run_1/wire_density.png
The die is cut into 16 by 16 equal tiles; dark blue is low, red is high, scaled to the fullest tile. Values are wire area over tile area, all layers added.
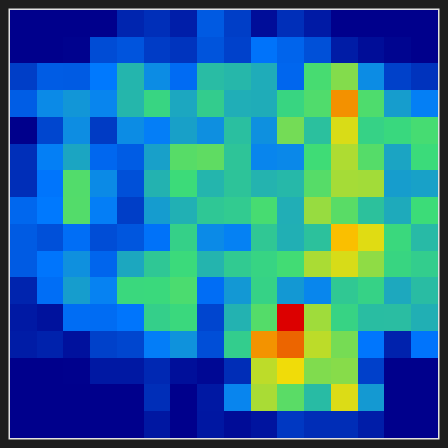
run_1/registers.png
The bar under the picture is 20 um long. Other sequential cells in the stronger grey, the rest of the logic in the fainter grey.
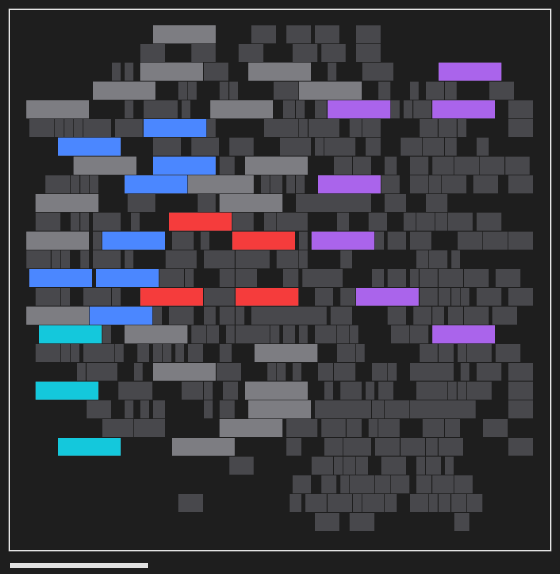
run_1/final_placement.png
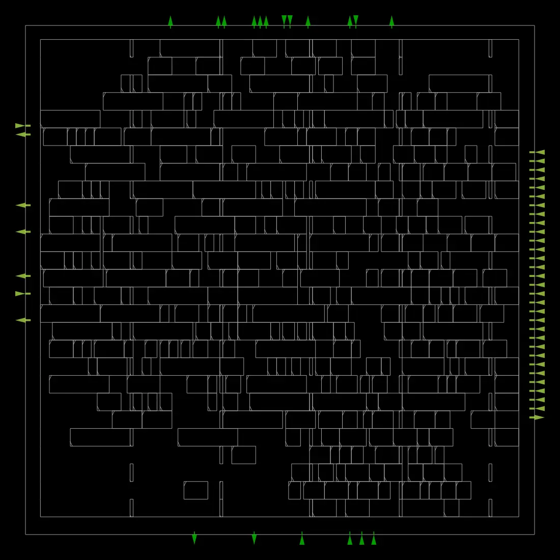
[config.mk]
export PLATFORM = sky130hd
export DESIGN_NAME = spi_master_sched_flat
export DESIGN_NICKNAME = d
export VERILOG_FILES = /design/src/rtl/spi_master_sched_if.sv /design/src/rtl/spi_master_sched.sv /design/src/flat_wrapper.sv
export SDC_FILE = /design/constraint.sdc
export NUM_CORES = 1
export LEC_CHECK = 0
export CAP_MARGIN = 15
export CORE_MARGIN = 2
export CORE_UTILIZATION = 48
export CTS_CLUSTER_DIAMETER = 100
export DETAILED_ROUTE_END_ITERATION = 12
export PLACE_DENSITY = 0.79
export SKIP_CTS_REPAIR_TIMING = 1
export SYNTH_ARGS = -nofsm -noshare
export SYNTH_HDL_FRONTEND = slang
export SYNTH_SLANG_ARGS = --single-unit
export TNS_END_PERCENT = 100
[constraint.sdc]
create_clock -name clk -period 4.19 [get_ports clk]
set_input_delay 0.838 -clock clk [delete_from_list [all_inputs] [get_ports clk]]
set_output_delay 0.838 -clock clk [all_outputs]
set_load 0.01 [all_outputs]
[src/rtl/spi_master_sched_if.sv]
// spi_master_sched_if: requester handshake plus the SPI pins of the shared link.
interface spi_master_sched_if #(
  parameter int NREQ = 4
);
  logic [NREQ-1:0]   req;
  logic [8*NREQ-1:0] tx_data;
  logic [NREQ-1:0]   gnt;
  logic              done;
  logic [7:0]        rx_data;
  logic              busy;
  logic              ss_n;
  logic              sck;
  logic              mosi;
  logic              miso;
  modport master (
    input  req, tx_data, miso,
    output gnt, done, rx_data, busy, ss_n, sck, mosi
  );
  modport slave (
    output req, tx_data, miso,
    input  gnt, done, rx_data, busy, ss_n, sck, mosi
  );
endinterface

[src/rtl/spi_master_sched.sv]
// spi_master_sched: round-robin scheduler sharing one mode-0 8-bit SPI link between NREQ requesters.
module spi_master_sched #(
  parameter int NREQ    = 4,
  parameter int CLK_DIV = 4,
  parameter int GAP     = 2
) (
  input logic                clk,
  input logic                rst_n,
  spi_master_sched_if.master bus_io
);
  localparam int PW = (NREQ > 1) ? $clog2(NREQ) : 1;
  localparam int CW = $clog2(CLK_DIV + GAP + 1);
  typedef enum logic [2:0] {S_IDLE, S_SETUP, S_XFER, S_HOLD, S_GAP} state_t;
  state_t          state_q, state_d;
  logic [CW-1:0]   cnt_q, cnt_d;
  logic [3:0]      half_q, half_d;
  logic [PW-1:0]   ptr_q, ptr_d, sel, idx;
  logic            found;
  logic [NREQ-1:0] gnt_q, gnt_d;
  logic [6:0]      tx_q, tx_d;
  logic [7:0]      rx_q, rx_d, rx_data_q, rx_data_d, slice;
  logic            done_q, done_d, ss_n_q, ss_n_d, sck_q, sck_d, mosi_q, mosi_d;
  logic            last, gap_end;
  assign last    = cnt_q == CW'(CLK_DIV - 1);
  assign gap_end = cnt_q == CW'(GAP - 1);
  assign slice   = bus_io.tx_data[{sel, 3'b000} +: 8];
  // first pending requester at or after the round-robin pointer
  always_comb begin
    found = 1'b0;
    sel   = '0;
    idx   = ptr_q;
    for (int k = 0; k < NREQ; k++) begin
      if (!found && bus_io.req[idx]) begin
        found = 1'b1;
        sel   = idx;
      end
      idx = (idx == PW'(NREQ - 1)) ? '0 : idx + 1'b1;
    end
  end
  always_ff @(posedge clk or negedge rst_n) begin
    if (!rst_n) begin
      state_q   <= S_IDLE;
      cnt_q     <= '0;
      half_q    <= '0;
      ptr_q     <= '0;
      gnt_q     <= '0;
      tx_q      <= '0;
      rx_q      <= '0;
      rx_data_q <= '0;
      done_q    <= 1'b0;
      ss_n_q    <= 1'b1;
      sck_q     <= 1'b0;
      mosi_q    <= 1'b0;
    end else begin
      state_q   <= state_d;
      cnt_q     <= cnt_d;
      half_q    <= half_d;
      ptr_q     <= ptr_d;
      gnt_q     <= gnt_d;
      tx_q      <= tx_d;
      rx_q      <= rx_d;
      rx_data_q <= rx_data_d;
      done_q    <= done_d;
      ss_n_q    <= ss_n_d;
      sck_q     <= sck_d;
      mosi_q    <= mosi_d;
    end
  end
  always_comb begin
    state_d = state_q;
    cnt_d   = cnt_q + 1'b1;
    half_d  = half_q;
    case (state_q)
      S_IDLE: begin
        cnt_d = '0;
        if (found) state_d = S_SETUP;
      end
      S_SETUP: if (last) begin
        cnt_d   = '0;
        state_d = S_XFER;
      end
      S_XFER: if (last) begin
        cnt_d  = '0;
        half_d = half_q + 1'b1;
        if (half_q == 4'd15) state_d = S_HOLD;
      end
      S_HOLD: if (last) begin
        cnt_d   = '0;
        state_d = (GAP == 0) ? S_IDLE : S_GAP;
      end
      S_GAP: if (gap_end) state_d = S_IDLE;
      default: state_d = S_IDLE;
    endcase
  end
  // half-periods alternate high/low; half 15 is the trailing low phase with no mosi advance
  always_comb begin
    gnt_d     = gnt_q;
    ss_n_d    = ss_n_q;
    sck_d     = sck_q;
    mosi_d    = mosi_q;
    tx_d      = tx_q;
    rx_d      = rx_q;
    rx_data_d = rx_data_q;
    ptr_d     = ptr_q;
    done_d    = 1'b0;
    if (state_q == S_IDLE && found) begin
      gnt_d  = NREQ'(1) << sel;
      ss_n_d = 1'b0;
      mosi_d = slice[7];
      tx_d   = slice[6:0];
      ptr_d  = (sel == PW'(NREQ - 1)) ? '0 : sel + 1'b1;
    end
    if ((state_q == S_SETUP && last) || (state_q == S_XFER && last && !sck_q && half_q != 4'd15)) begin
      sck_d = 1'b1;
      rx_d  = {rx_q[6:0], bus_io.miso};
    end
    if (state_q == S_XFER && last && sck_q) begin
      sck_d  = 1'b0;
      mosi_d = (half_q != 4'd14) ? tx_q[6] : mosi_q;
      tx_d   = (half_q != 4'd14) ? {tx_q[5:0], 1'b0} : tx_q;
    end
    if (state_q == S_HOLD && last) begin
      ss_n_d    = 1'b1;
      gnt_d     = '0;
      done_d    = 1'b1;
      rx_data_d = rx_q;
      mosi_d    = 1'b0;
    end
  end
  assign bus_io.gnt     = gnt_q;
  assign bus_io.done    = done_q;
  assign bus_io.rx_data = rx_data_q;
  assign bus_io.busy    = state_q != S_IDLE;
  assign bus_io.ss_n    = ss_n_q;
  assign bus_io.sck     = sck_q;
  assign bus_io.mosi    = mosi_q;
endmodule
[src/flat_wrapper.sv]
// flat-port wrapper written by rule: the top's interface ports become plain ports
module spi_master_sched_flat 
#(
  parameter int NREQ    = 4,
  parameter int CLK_DIV = 4,
  parameter int GAP     = 2
)
  (clk, rst_n, bus_io_req, bus_io_tx_data, bus_io_miso, bus_io_gnt, bus_io_done, bus_io_rx_data, bus_io_busy, bus_io_ss_n, bus_io_sck, bus_io_mosi);
  spi_master_sched_if #(.NREQ(NREQ)) bus_io_i ();
  input logic clk;
  input logic rst_n;
  input wire logic [$bits(bus_io_i.req)-1:0] bus_io_req;
  input wire logic [$bits(bus_io_i.tx_data)-1:0] bus_io_tx_data;
  input wire logic [$bits(bus_io_i.miso)-1:0] bus_io_miso;
  output wire logic [$bits(bus_io_i.gnt)-1:0] bus_io_gnt;
  output wire logic [$bits(bus_io_i.done)-1:0] bus_io_done;
  output wire logic [$bits(bus_io_i.rx_data)-1:0] bus_io_rx_data;
  output wire logic [$bits(bus_io_i.busy)-1:0] bus_io_busy;
  output wire logic [$bits(bus_io_i.ss_n)-1:0] bus_io_ss_n;
  output wire logic [$bits(bus_io_i.sck)-1:0] bus_io_sck;
  output wire logic [$bits(bus_io_i.mosi)-1:0] bus_io_mosi;
  assign bus_io_i.req = bus_io_req;
  assign bus_io_i.tx_data = bus_io_tx_data;
  assign bus_io_i.miso = bus_io_miso;
  assign bus_io_gnt = bus_io_i.gnt;
  assign bus_io_done = bus_io_i.done;
  assign bus_io_rx_data = bus_io_i.rx_data;
  assign bus_io_busy = bus_io_i.busy;
  assign bus_io_ss_n = bus_io_i.ss_n;
  assign bus_io_sck = bus_io_i.sck;
  assign bus_io_mosi = bus_io_i.mosi;
  spi_master_sched #(.NREQ(NREQ), .CLK_DIV(CLK_DIV), .GAP(GAP)) u_core (.clk(clk), .rst_n(rst_n), .bus_io(bus_io_i));
endmodule
==> results.cfg, run 1 <==
; physical design summary
[status]
status = finished, final reports clean

[critical_path]
path_cells = ha_1, mux4_2, inv_2, nor2_1, a31oi_2, nand3_4, inv_4, mux2i_1, o311ai_2
worstSetupEndpointType = flip-flop
r2r_slack_ns = 0.78
cp_top_family = multiplexers
slowest_stage = ha_1
worstPathArrival_ns = 3.58
max_stage_delay_ns = 0.70
required_ns = 4.36
cp-start-kind = flip-flop
worst-setup-path-type = reg2reg
critical_path_buf_inv_count = 2

[power]
p_sw_mw = 0.332
p_per_area_nw_per_um2 = 339
power_frac_comb = 0.278
p_clk_frac = 0.331
p_sw_frac = 0.293
ir_drop_v = 0.000221
internal-power_mw = 0.802

[floorplan]
row_count = 27
die_h_um = 78.3
ios = 56
die_w_um = 78.3
die_area_um2 = 6130
core-area_um2 = 5410

[final_timing]
fin_ws_ns = 0.778
relSlewSlack = 0.352
min_period_ns = 3.41
worst_pin_slew_ns = 0.972
fmaxAchievable_mhz = 293
finalCritPeriodShare = 0.814
hold_viol_final = 0
setup_viol = 0
grt_setup_unrepaired = false

[logic_synthesis]
ys_top_cells_by_area = dfrtp_1 (40%), nand2_1 (7.9%), ha_1 (5.2%)
syn-instance-count = 284
syn-num-nets = 334
ys_types = 56
top_area_cell = dfrtp_1
edf_count = 0
ff_type = dfrtp_1
synthArstFlopShare = 1.00
top_area_frac = 0.396
avgSynthCellArea_um2 = 9.34
ys.flops = 43
yosysChipArea_um2 = 2650

[detailed_routing]
wire_per_inst_um = 15.6
first_iter_violations = 228
first_pass_iters = 5
vias = 2343
drt-total-wl_um = 6340
drc = 0

[cts]
clock-sinks = 43
cts_tree = built
numCtsBuffers = 5
clock_latency_ns = 0.29
cts.htree.levels = 2
clk_transition_reported_paths_ns = 0.08
root_buffer = clkbuf_8

[job]
warning_count = 32
cap_viol_max_count = 0

[cells_and_area]
diodes = 0
fillers = 445

[grt]
grt_pass1_vias = 2214
gr-total-overflow = 0
grt_usage = 0.216
grt_pass1_wl_um = 10600
grt_max_degree = 44

[place]
hpwl_um = 4530
pre_cts_ws_ns = 0.646
io_buffers = 55
## Picture notes: wire_density.png
emptiest ninth of the die	bottom left
nearly empty tiles	14%
densest ninth of the die	right middle
fullest tile	0.57
mean over tiles	0.17

## Picture notes: registers.png
colour	name in the netlist	placed flops
red	`u_core.half_q`	4
blue	`u_core.rx_q`	8
cyan	`u_core.cnt_q`	3
purple	`u_core.tx_q`	7
not coloured	21

## Picture notes: final_placement.png
Non-Filler Instances: 405
tap cell count: 72
fin util: 0.619
register share of the cell area: 0.322

[run 1: path summary, 6_finish.rpt]
kind | startpoint | to | cells after the start
setup / recovery | u_core.ptr_q[0] | u_core.tx_q[0] | 9
hold / removal | u_core.cnt_q[0] | u_core.cnt_q[0] | 1
setup reg to reg | u_core.ptr_q[0] | u_core.tx_q[0] | 9
hold reg to reg | u_core.cnt_q[0] | u_core.cnt_q[0] | 1
max in group asynchronous | rst_n | u_core.half_q[1] | 1
min in group asynchronous | rst_n | u_core.tx_q[3] | 1
[run 1: flip-flops by register name, summed over array words and instances, names as in the netlist, 2 cells and up]
signal,count
u_core.bus_io.gnt,4
u_core.state_q,3
u_core.rx_q,8
u_core.ptr_q,2
u_core.bus_io.rx_data,8
u_core.tx_q,7
u_core.cnt_q,3
u_core.half_q,4
[run 1: power by group through the flow]
stage,Combinational (mW),Sequential (mW),Clock [mW]
6_report,0.315,0.443,0.376
5_1_grt,0.347,0.446,0.404
4_1_cts,0.314,0.443,0.383
3_5_place_dp,0.311,0.452,0
3_3_place_gp,0.309,0.451,0
2_1_floorplan,0.222,0.443,0
[run 1: per-stage QoR]
stage	total power [mW]	cell area (um2)	instances	hold WS, ns	utilization
floorplan	0.665	2650	284	0.433	-
global placement	0.760	3210	397	0.452	0.594
detailed placement	0.762	3210	397	0.455	0.594
CTS	1.14	3340	405	0.471	0.619
global route	1.20	3340	405	0.505	0.619
finish	1.13	3340	405	0.468	0.619
[run 1: kinds of logic (layout without fill, tap and decap cells)]
| family | after synthesis | count (layout) | share of synthesized area |
|---|---|---|---|
| AOI/OAI and AO/OA | 78 | 78 | 0.225 |
| muxes | 17 | 17 | 0.0731 |
| buffers and inverters | 28 | 77 | 0.0505 |
| and+or+nand+nor | 102 | 102 | 0.177 |
| DFF | 43 | 43 | 0.406 |
| adders and majority gates | 11 | 11 | 0.0519 |
| xor gates and xnor gates | 5 | 5 | 0.0165 |
[run 1: layer usage]
layer,vias to the layer above,share of wire,track usage
met3,7,0.068,0.0517
li1,1123,-,-
met4,0,0.0080,0.0474
met5,-,0,0
met1,1121,0.44,0.296
met2,92,0.48,0.352
[run 1: cells in the final DEF, fill, tap and decap left out, types with 2 or more instances in the layout]
master	synthesis	final
dfrtp_1	42	42
o31a_1	6	6
o31ai_1	10	10
nand2_1	56	56
a22oi_1	3	3
a21oi_1	9	9
a211oi_1	12	12
a31oi_1	3	3
a21o_1	3	3
clkbuf_8	0	5
ha_1	11	11
o21ai_1	2	2
xnor2_1	4	4
nand4_1	5	5
nor4_1	3	3
bufinv_16	0	2
inv_1	10	10
mux2_2	9	9
a22o_1	2	2
nor3_1	7	7
nand3_1	4	4
a31o_2	3	3
nand2b_1	5	5
clkdlybuf4s50_1	0	54
nor2b_1	3	3
o21ai_0	10	10
mux2i_1	7	7
nor2_1	13	13
[run 1: area by class of cell]
class,count,area [um2],area share
Clock buffer,6,72.6,0.0217
Clock inverter,2,60.1,0.0180
Inverter,13,51.3,0.0153
Multi-Input combinational cell,213,1440,0.431
Sequential cell,43,1080,0.322
Tap cell,72,90.1,0.0269
Timing Repair Buffer,56,553,0.165
==> run 2, diff against run 1 <==
CORE_UTILIZATION = 46   (was 48)
clock period = 3.05 ns   (was 4.19 ns; I/O delays follow)
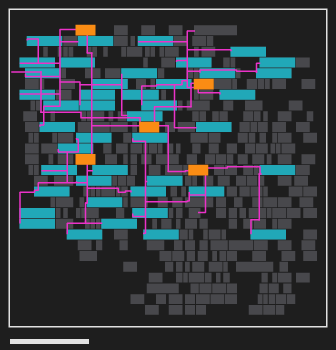
run_2/clock_map.png
The bar under the picture is 20 um long.
[cyan] flip-flops | count: 43
[magenta] clock wires | length: 562 um
[orange] cells driving clock nets | count: 5
routed clock nets	6
clock network fraction of design power: 0.310
Clock Power: 0.481 mW
Final Skew: 0.00458 ns
clk_lat worst skew: 0.30 ns

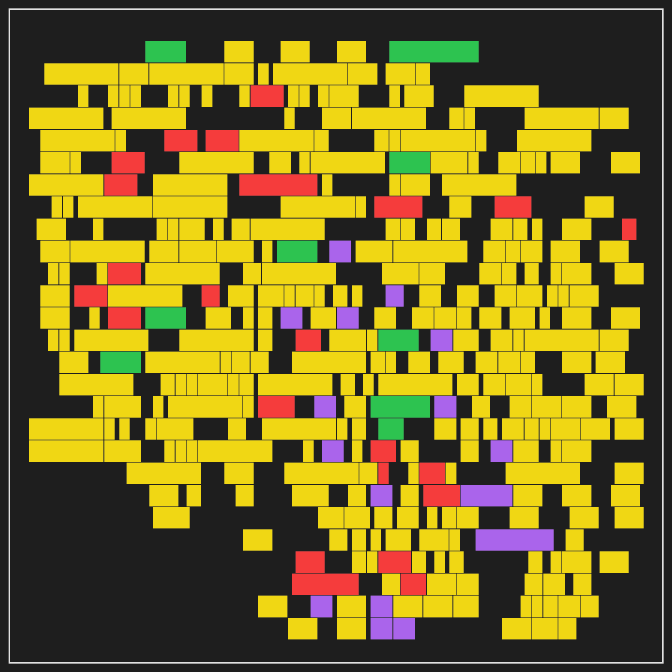
run_2/drive_strength.png
colour	size	cells	share
red	drive 2	23	6.6%
yellow	drive 1 or less	298	86%
green	drive 6 and up	9	2.6%
purple	drive 3 to 4	16	4.6%
Non-clock buffers: 69
Area growth, synth to finish: 29.9%
post-route cell area: 3440 um2

==> results.cfg, run 2 <==
; physical design summary
[status]
status = finished, final reports clean

[critical_path]
worstPathArrival_ns = 2.96
required_ns = 3.23
worst-setup-path-type = reg2reg
cp-start-kind = flip-flop

[detailed_routing]
drt-total-wl_um = 6980
first_iter_violations = 265
vias = 2432
drc = 0

[final_timing]
fin_ws_ns = 0.274
relSlewSlack = 0.351
min_period_ns = 2.78
grt_setup_unrepaired = false
finalCritPeriodShare = 0.910
setup_viol = 0
worst_pin_slew_ns = 0.973

[logic_synthesis]
yosysChipArea_um2 = 2650
top_area_frac = 0.396
avgSynthCellArea_um2 = 9.34
ys_types = 56
ys.flops = 43
syn-instance-count = 284
top_area_cell = dfrtp_1
ff_type = dfrtp_1
ys_top_cells_by_area = dfrtp_1 (40%), nand2_1 (7.9%), ha_1 (5.2%)
edf_count = 0

[power]
total_power_mw = 1.55
ir_drop_v = 0.000278

[cts]
clock-sinks = 43
root_buffer = clkbuf_8
numCtsBuffers = 5
cts.htree.levels = 2
cts_tree = built

[place]
hpwl_um = 5000
pre_cts_ws_ns = 0.0517
io_buffers = 55

[grt]
grt_usage = 0.233
gr-total-overflow = 0
grt_pass1_wl_um = 11600
grt_pass1_vias = 2451

[cells_and_area]
diodes = 0
lay_top_count = nand2_1
final_cell_mix = nand2_1 (56), clkdlybuf4s50_1 (54), dfrtp_1 (42)
fillers = 474

[floorplan]
die_area_um2 = 6390
die_w_um = 79.9
core-area_um2 = 5540
row_count = 27
die_h_um = 79.9

[job]
warning_count = 32
cap_viol_max_count = 0
[run 2: worst paths after layout]
check	from	end	cells after the start
min reg2reg	u_core.cnt_q[0]	u_core.cnt_q[0]	1
max reg2reg	u_core.ptr_q[1]	u_core.tx_q[2]	7
max in group asynchronous	rst_n	u_core.half_q[0]	1
min	rst_n	u_core.tx_q[1]	1
max	u_core.ptr_q[1]	u_core.tx_q[2]	7
min in group clk	u_core.cnt_q[0]	u_core.cnt_q[0]	1
[run 2: critical path: stages (launching register included)]
cell and delay (ns):
dfrtp_1 0.40, ha_1 0.38, mux4_2 0.61, o32ai_1 0.37, buf_4 0.18, nand3_1 0.24, a211oi_1 0.35, o31ai_1 0.13
[run 2: where the power goes]
group / switching, mW / total, mW / internal, mW
Sequential: 0.00997 / 0.595 / 0.585
Combinational: 0.266 / 0.477 / 0.211
Clock: 0.212 / 0.481 / 0.270
Total: 0.487 / 1.55 / 1.07
[run 2: logic make-up (layout without fill, tap and decap cells)]
kind of cell	Yosys count	in the layout	share of synthesized area
AND-OR/OR-AND	78	78	0.225
XOR/XNOR	5	5	0.0165
adder cells (fa/ha/maj)	11	11	0.0519
buffers and inverters	28	90	0.0505
flip-flops	43	43	0.406
multiplexers	17	17	0.0731
AND/OR/NAND/NOR	102	102	0.177
[run 2: routing by layer]
layer  GRT usage  part of all wire  vias to the layer above  wire length [um]
met4      0.0678             0.015                        0               104
met2       0.382              0.46                      102              3210
met1       0.313              0.45                     1168              3120
li1            -                 -                     1149                 -
met3      0.0441             0.078                       13               543
met5           0                 0                        -                 0
[run 2: cell type report]
| class | count | area [um2] | share of cell area |
|---|---|---|---|
| multi-input cells | 213 | 1440 | 0.418 |
| flip-flops and latches | 43 | 1080 | 0.313 |
| repair buffers | 69 | 663 | 0.193 |
| well taps | 72 | 90.1 | 0.0262 |
| clock buffers | 6 | 82.6 | 0.0240 |
| inverters | 13 | 51.3 | 0.0149 |
| clock inverters | 2 | 38.8 | 0.0113 |
[run 2: per-stage QoR]
stage	area, um2	instances	utilization	hold WS (ns)
floorplan	2650	284	-	0.314
global placement	3320	410	0.600	0.453
detailed placement	3320	410	0.600	0.463
CTS	3440	418	0.622	0.478
global route	3440	418	0.622	0.519
finish	3440	418	0.622	0.460
==> run 3, diff against run 2 <==
CORE_ASPECT_RATIO = 1.25   (was not set)
==> results.cfg, run 3 <==
; physical design summary
[place]
io_buffers = 55
pre_cts_ws_ns = 0.123
hpwl_um = 4990

[status]
status = finished, final reports clean

[power]
ir_drop_v = 0.000366

[logic_synthesis]
yosysChipArea_um2 = 2650
ys_types = 56
ff_type = dfrtp_1
avgSynthCellArea_um2 = 9.34
top_area_cell = dfrtp_1
ys_top_cells_by_area = dfrtp_1 (40%), nand2_1 (7.9%), ha_1 (5.2%)
top_area_frac = 0.396
syn-instance-count = 284
edf_count = 0

[final_timing]
fin_ws_ns = 0.315
worst_pin_slew_ns = 0.943
setup_viol = 0

[detailed_routing]
drt-total-wl_um = 6750
first_iter_violations = 169
vias = 2401

[critical_path]
cp-start-kind = flip-flop
r2r_end = u_core.tx_q[4]
worst-setup-path-type = reg2reg
r2r_cells = 8
required_ns = 3.23
cp-startpoint = u_core.ptr_q[1]

[cts]
clock_latency_ns = 0.30
cts_tree = built
numCtsBuffers = 5

[job]
cap_viol_max_count = 0
warning_count = 32

[grt]
grt_usage = 0.224
grt_pass1_vias = 2353

[cells_and_area]
area_growth_pct = 29.5

[floorplan]
die_w_um = 71.9
run 3: cell counts in the layout (fill, tap and decap cells not counted):
Identical to the previous run, type by type.
run 3: through the flow:
stage	cell area [um2]	cells	util	hold WS, ns	total power, mW
finish	3430	410	0.626	0.448	1.56
global route	3430	410	0.626	0.507	1.64
CTS	3430	410	0.626	0.475	1.56
floorplan	2650	284	-	0.314	0.913
global placement	3310	402	0.604	0.451	1.08
detailed placement	3310	402	0.604	0.463	1.08
run 3: metal layers:
layer | track usage | vias up | wire [um]
met5 | 0 | - | 0
met4 | 0.105 | 0 | 146
met3 | 0.0399 | 12 | 381
met2 | 0.375 | 79 | 3410
met1 | 0.281 | 1155 | 2810
li1 | - | 1155 | -
run 3: where the power goes:
part	internal [mW]	switching [mW]
registers	0.585	0.0105
logic	0.216	0.265
clock network	0.270	0.213
run 3: worst min-delay path by stage:
stage | from | to | slack [ns] | cells past startpoint
after floorplan | rst_n | u_core.bus_io.done | 0.31 | 0
final | rst_n | u_core.bus_io.gnt[2] | 0.45 | 1
after global routing | u_core.bus_io.rx_data[3] | u_core.bus_io.rx_data[3] | 0.51 | 2
after CTS | u_core.cnt_q[0] | u_core.cnt_q[0] | 0.48 | 1
after global placement | u_core.rx_q[7] | u_core.bus_io.rx_data[7] | 0.45 | 2
after detailed placement | u_core.cnt_q[0] | u_core.cnt_q[0] | 0.46 | 1
run 3: cell type report:
| type | count | area (um2) | share of cell area |
|---|---|---|---|
| well taps | 64 | 80.1 | 0.0233 |
| flip-flops and latches | 43 | 1080 | 0.314 |
| clock inverters | 2 | 38.8 | 0.0113 |
| multi-input cells | 213 | 1440 | 0.419 |
| clock buffers | 6 | 82.6 | 0.0241 |
| repair buffers | 69 | 663 | 0.193 |
| inverters | 13 | 51.3 | 0.0149 |
run 3: worst max-delay path: stages (launching register included):
cell      delay (ns)
dfrtp_1         0.40
ha_1            0.39
mux4_2          0.62
nor4_1          0.33
and2_1          0.29
buf_12          0.16
nor3_1          0.05
a211oi_1        0.24
o31ai_1         0.13
run 3: logic make-up (layout without fill, tap and decap cells):
group / after synthesis / after routing / share of synthesized area
AND-OR/OR-AND: 78 / 78 / 0.225
XOR/XNOR: 5 / 5 / 0.0165
adder cells (fa/ha/maj): 11 / 11 / 0.0519
buffers and inverters: 28 / 90 / 0.0505
flip-flops: 43 / 43 / 0.406
multiplexers: 17 / 17 / 0.0731
AND/OR/NAND/NOR: 102 / 102 / 0.177
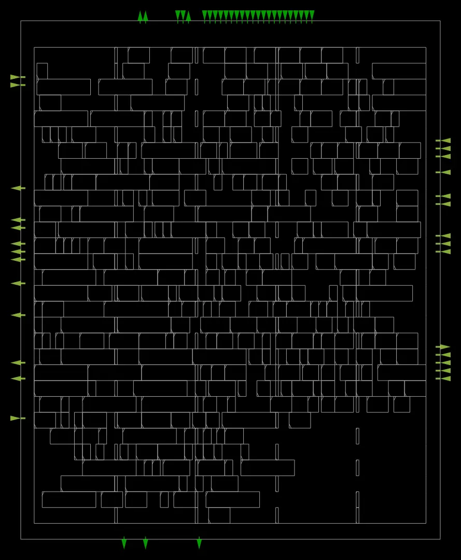
run_3/final_placement.png
# rows: 30
Non-Filler Instances: 410

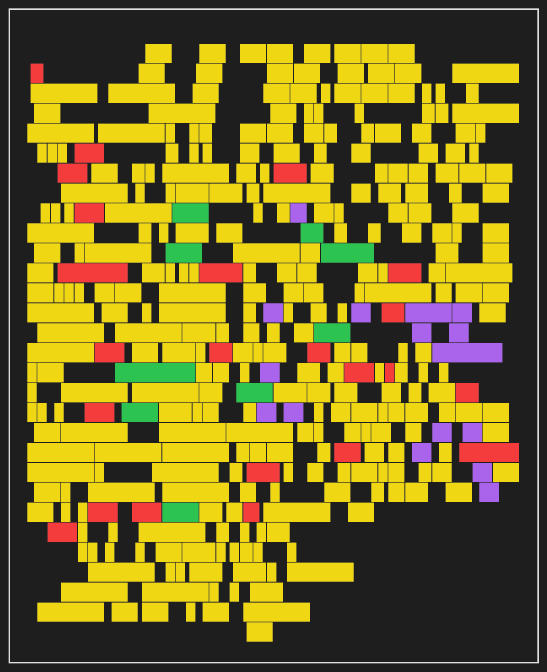
run_3/drive_strength.png
colour	size	cells	share
purple	drive 3 to 4	16	4.6%
green	drive 6 and up	9	2.6%
red	drive 2	23	6.6%
yellow	drive 1 or less	298	86%

No activity file was given, so power comes from the tool's default toggle rates.
